### src/rtl/rat_io_responder.sv
// RAT MCU port-bus responder: LED/7-seg registers, IRQ pending/mask/ack, button edge IRQ.
// Define RAT_IO_TIMER_EN to build the prescaled 16-bit timer and its ports 0xB0-0xB2.
`timescale 1ns/1ps
module rat_io_responder #(
  parameter int PRESCALE    = 100,
  parameter int SYNC_STAGES = 2
) (
  input  logic       CLK,
  input  logic       RESET,
  input  logic [7:0] PORT_ID,
  input  logic [7:0] OUT_PORT,
  input  logic       IO_STRB,
  output logic [7:0] IN_PORT,
  output logic       INTR,
  input  logic [7:0] SWITCHES,
  input  logic [3:0] BUTTONS,
  output logic [7:0] LEDS,
  output logic [7:0] SSEG_VAL
);

  if (PRESCALE < 2 || SYNC_STAGES < 2) begin : gParamCheck
    $error("rat_io_responder: PRESCALE and SYNC_STAGES must both be at least 2");
  end

  logic [7:0] leds_q, sseg_q;
  logic [1:0] mask_q, pend_q, pend_d;
  logic       intr_q;
  logic [SYNC_STAGES-1:0][3:0] sync_q;
  logic [3:0] btnSynced, btnPrev_q;
  logic       btnEvent, tmrEvent;
  logic [7:0] tmrCtrlRd;
  logic       ledWr, ssegWr, ackWr, maskWr;
  logic [1:0] ackBits;

  assign ledWr  = IO_STRB && (PORT_ID == 8'h40);
  assign ssegWr = IO_STRB && (PORT_ID == 8'h81);
  assign ackWr  = IO_STRB && (PORT_ID == 8'hF0);
  assign maskWr = IO_STRB && (PORT_ID == 8'hF1);

  assign btnSynced = sync_q[SYNC_STAGES-1];
  assign btnEvent  = |(btnSynced & ~btnPrev_q);

`ifdef RAT_IO_TIMER_EN
  localparam int PW = $clog2(PRESCALE);
  localparam logic [PW-1:0] PRESC_MAX = PW'(PRESCALE - 1);

  typedef enum logic {TMR_IDLE, TMR_RUN} tmrState_e;

  tmrState_e   tmrState_q;
  logic [15:0] tmrLoad_q, tmrCount_q;
  logic [PW-1:0] presc_q;
  logic        autoReload_q;
  logic        loadLoWr, loadHiWr, ctrlWr, stopWr, tick;

  assign loadLoWr = IO_STRB && (PORT_ID == 8'hB0);
  assign loadHiWr = IO_STRB && (PORT_ID == 8'hB1);
  assign ctrlWr   = IO_STRB && (PORT_ID == 8'hB2);
  assign stopWr   = ctrlWr && !OUT_PORT[0];
  assign tick     = (tmrState_q == TMR_RUN) && (presc_q == PRESC_MAX);
  // A counter of 0 (LOAD=0) expires on the first tick just like a counter of 1.
  assign tmrEvent = tick && (tmrCount_q <= 16'd1) && !stopWr;
  assign tmrCtrlRd = {6'b0, autoReload_q, tmrState_q == TMR_RUN};

  always_ff @(posedge CLK or posedge RESET) begin
    if (RESET) begin
      tmrState_q   <= TMR_IDLE;
      tmrLoad_q    <= '0;
      tmrCount_q   <= '0;
      presc_q      <= '0;
      autoReload_q <= 1'b0;
    end else begin
      if (loadLoWr) tmrLoad_q[7:0]  <= OUT_PORT;
      if (loadHiWr) tmrLoad_q[15:8] <= OUT_PORT;
      if (ctrlWr)   autoReload_q    <= OUT_PORT[1];
      if (stopWr) begin
        tmrState_q <= TMR_IDLE;
        presc_q    <= '0;
      end else if (ctrlWr && tmrState_q == TMR_IDLE) begin
        tmrState_q <= TMR_RUN;
        tmrCount_q <= tmrLoad_q;
        presc_q    <= '0;
      end else if (tmrState_q == TMR_RUN) begin
        presc_q <= tick ? '0 : presc_q + 1'b1;
        if (tick) begin
          if (tmrCount_q <= 16'd1) begin
            if (autoReload_q) tmrCount_q <= tmrLoad_q;
            else              tmrState_q <= TMR_IDLE;
          end else begin
            tmrCount_q <= tmrCount_q - 16'd1;
          end
        end
      end
    end
  end
`else
  assign tmrEvent  = 1'b0;
  assign tmrCtrlRd = 8'h00;
`endif

  // A new event beats an ack of the same bit in the same cycle.
  always_comb begin
    ackBits = ackWr ? OUT_PORT[1:0] : 2'b00;
    pend_d  = (pend_q & ~ackBits) | {btnEvent, tmrEvent};
  end

  always_ff @(posedge CLK or posedge RESET) begin
    if (RESET) begin
      leds_q    <= '0;
      sseg_q    <= '0;
      mask_q    <= '0;
      pend_q    <= '0;
      intr_q    <= 1'b0;
      sync_q    <= '0;
      btnPrev_q <= '0;
    end else begin
      if (ledWr)  leds_q <= OUT_PORT;
      if (ssegWr) sseg_q <= OUT_PORT;
      if (maskWr) mask_q <= OUT_PORT[1:0];
      pend_q    <= pend_d;
      intr_q    <= |(pend_q & mask_q);
      sync_q    <= {sync_q[SYNC_STAGES-2:0], BUTTONS};
      btnPrev_q <= btnSynced;
    end
  end

  always_comb begin
    IN_PORT = 8'h00;
    case (PORT_ID)
      8'h20:   IN_PORT = SWITCHES;
      8'h24:   IN_PORT = {4'b0, btnSynced};
      8'h30:   IN_PORT = {6'b0, pend_q};
      8'h40:   IN_PORT = leds_q;
      8'hB2:   IN_PORT = tmrCtrlRd;
      8'hF1:   IN_PORT = {6'b0, mask_q};
      default: IN_PORT = 8'h00;
    endcase
  end

  assign INTR     = intr_q;
  assign LEDS     = leds_q;
  assign SSEG_VAL = sseg_q;

endmodule

### config.mk
export PLATFORM = sky130hd
export DESIGN_NAME = rat_io_responder
export DESIGN_NICKNAME = d
export VERILOG_FILES = /design/src/rtl/rat_io_responder.sv
export SDC_FILE = /design/constraint.sdc
export NUM_CORES = 1
export LEC_CHECK = 0
export ABC_AREA = 1
export ABC_CLOCK_PERIOD_IN_PS = 1000
export CORE_AREA = 2 2 63 65
export CTS_BUF_LIST = sky130_fd_sc_hd__clkbuf_2 sky130_fd_sc_hd__clkbuf_4 sky130_fd_sc_hd__clkbuf_8
export DETAILED_ROUTE_END_ITERATION = 10
export DIE_AREA = 0 0 65 67
export PLACE_DENSITY = 0.75
export SLEW_MARGIN = 5
export SYNTH_ARGS = -nofsm -noshare
export SYNTH_HDL_FRONTEND = slang
export SYNTH_SLANG_ARGS = --single-unit
export TNS_END_PERCENT = 100
### constraint.sdc
create_clock -name CLK -period 1 [get_ports CLK]
set_input_delay 0.1 -clock CLK [delete_from_list [all_inputs] [get_ports CLK]]
set_output_delay 0.1 -clock CLK [all_outputs]
set_load 0.01 [all_outputs]
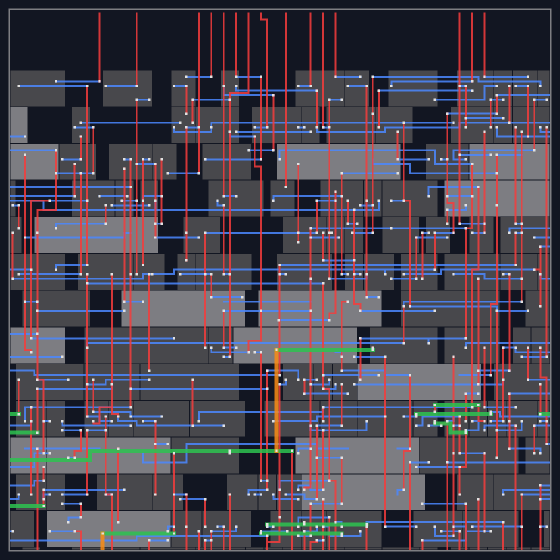
Fig. 1. Layout detail.
Window x 12 to 52, y 27 to 67 um. Cells in gray, sequential cells in the stronger gray; small squares are vias.
Key: red = metal 2; orange = metal 4; green = metal 3; blue = metal 1
Sequential cells in the window: 12. Netlist names of flops here include LEDS (7), SSEG_VAL (3). 114 logic cells have their middle in the window. Most frequent: buf_6 (16), dfrtp_1 (12), nand2_1 (12).

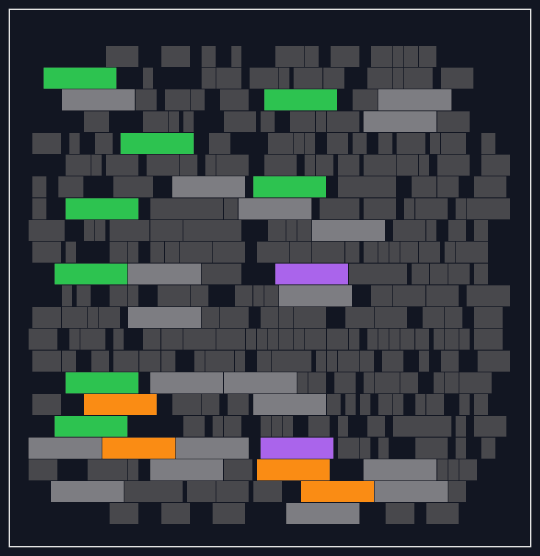
Fig. 2. Where the registers sit.
Drawn at 8 px/um. Other sequential cells in the stronger gray, the rest of the logic in the fainter gray.
Key: orange = btnSynced [sequential cells 4]; green = SSEG_VAL [sequential cells 8]; purple = pend_q [sequential cells 2]

==> flow.log <==
[report] extracting results
INFO  metric status = finished with violations
INFO  metric violations = negative setup slack
INFO  metric r2r-end = INTR
INFO  metric synth.avg_cell_area = 8.800 um^2
INFO  metric layout_setup_ws = -210.9 ps
INFO  metric path_cells = nand3_1 > nand2_1 > nor2_1 > nand2_1 > buf_2
INFO  metric share_of_cells_above_drive_strength_1 = 52.48%
INFO  metric final_nets = 313
INFO  metric critPathTopFamily = flip-flops
INFO  metric cts_inserted_buffers = 5
INFO  metric post_synth_tally_of_flip_flops_with_integrated_enable = 0
INFO  metric uppermost_layer_routed = met4
INFO  metric route.met2.wl = 2139 um
INFO  metric synth.cellmix.compoundShare = 11.53%
INFO  metric net-switching-power = 739.5 uW
INFO  metric synth.top_cells.by_count = nand2_1, dfrtp_1, inv_1
INFO  metric peak_supply_drop = 0.001234 V
INFO  metric detailedPlace.worstSlack = -997.3 ps
INFO  metric post-synth-top-area-cell = dfrtp_1
INFO  metric boundaryPins = 56
INFO  metric synth_async_sr_flop_share = 100.0%
INFO  metric gp_routability_congestion = 0.7967
INFO  metric tightest_slew = 255.4 ps
INFO  metric numSynthFlops = 33
INFO  metric clkSlewWorstSetupHoldPaths = 70 ps
INFO  metric fp_nets = 211
INFO  metric finalClockSkew = 4.706 ps
INFO  metric finalWorstPathRequiredPeriod = 1211 ps
INFO  metric place.port_buffers = 55
INFO  metric grt-ovfl-total = 0
INFO  metric totalNegativeSetupSlack = -1404 ps
INFO  metric setup.worst_path.start_class = flop
INFO  metric xor_share = 0%
INFO  metric drc = 0
INFO  metric clk-insertion-delay-late = 280 ps
INFO  metric seq_area = 825.8 um^2
INFO  metric yosysTopAreaCellShare = 52.13%
INFO  metric power.sequential.total = 1450 uW
INFO  metric max_cap_violations = 0
INFO  metric synthFlopType = dfrtp_1
INFO  metric power.internal = 2294 uW
INFO  metric maxSlewViolCount = 0
INFO  metric layout.cells.most_common = dfrtp_1
INFO  metric vias = 1535
INFO  metric timing.final.setup_violations = 23
INFO  metric die_area = 4355 um^2
INFO  metric met1Wirelength = 1869 um
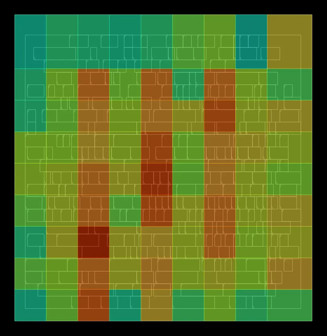
Fig. 3. Track usage over the die.
busiest layer in global routing: met2
Total Routing Usage GR: 21.87%
WL per Instance: 13.13 um

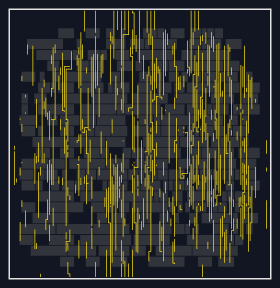
Fig. 4. The metal 2 layer.
Drawn at 4 px/um. Cells faint in the background.
262 nets have wire on it. The longest straight run is 37.4 um. The layer carries 2140 um of wire. The layer holds 49% of the routed length. The wires run mostly vertical.

==> cell type report <==
class	instances	area share, %
repair buffers	96	32.56
inverters	36	5.578
multi-input cells	110	26.20
clock buffers	7	3.292
flip-flops and latches	33	30.18
well taps	48	2.195
==> per-stage QoR <==
step | util, % | std cells | total power, uW
after global routing | 75.88 | 330 | 3175
after global placement | 67.14 | 312 | 1952
after detailed placement | 67.14 | 312 | 1962
after floorplan | - | 180 | 1625
final | 75.88 | 330 | 3033
after CTS | 73.77 | 326 | 3020
==> timing repair <==
item / in CTS / in global routing
resized: 193 / 23
gates cloned: 1 / 1
hold buffers: 0 / 0
setup buffers: 7 / 4
setup endpoints to repair: 44 / 38
pin swaps: 21 / 16
No activity file was given, so power comes from the tool's default toggle rates.
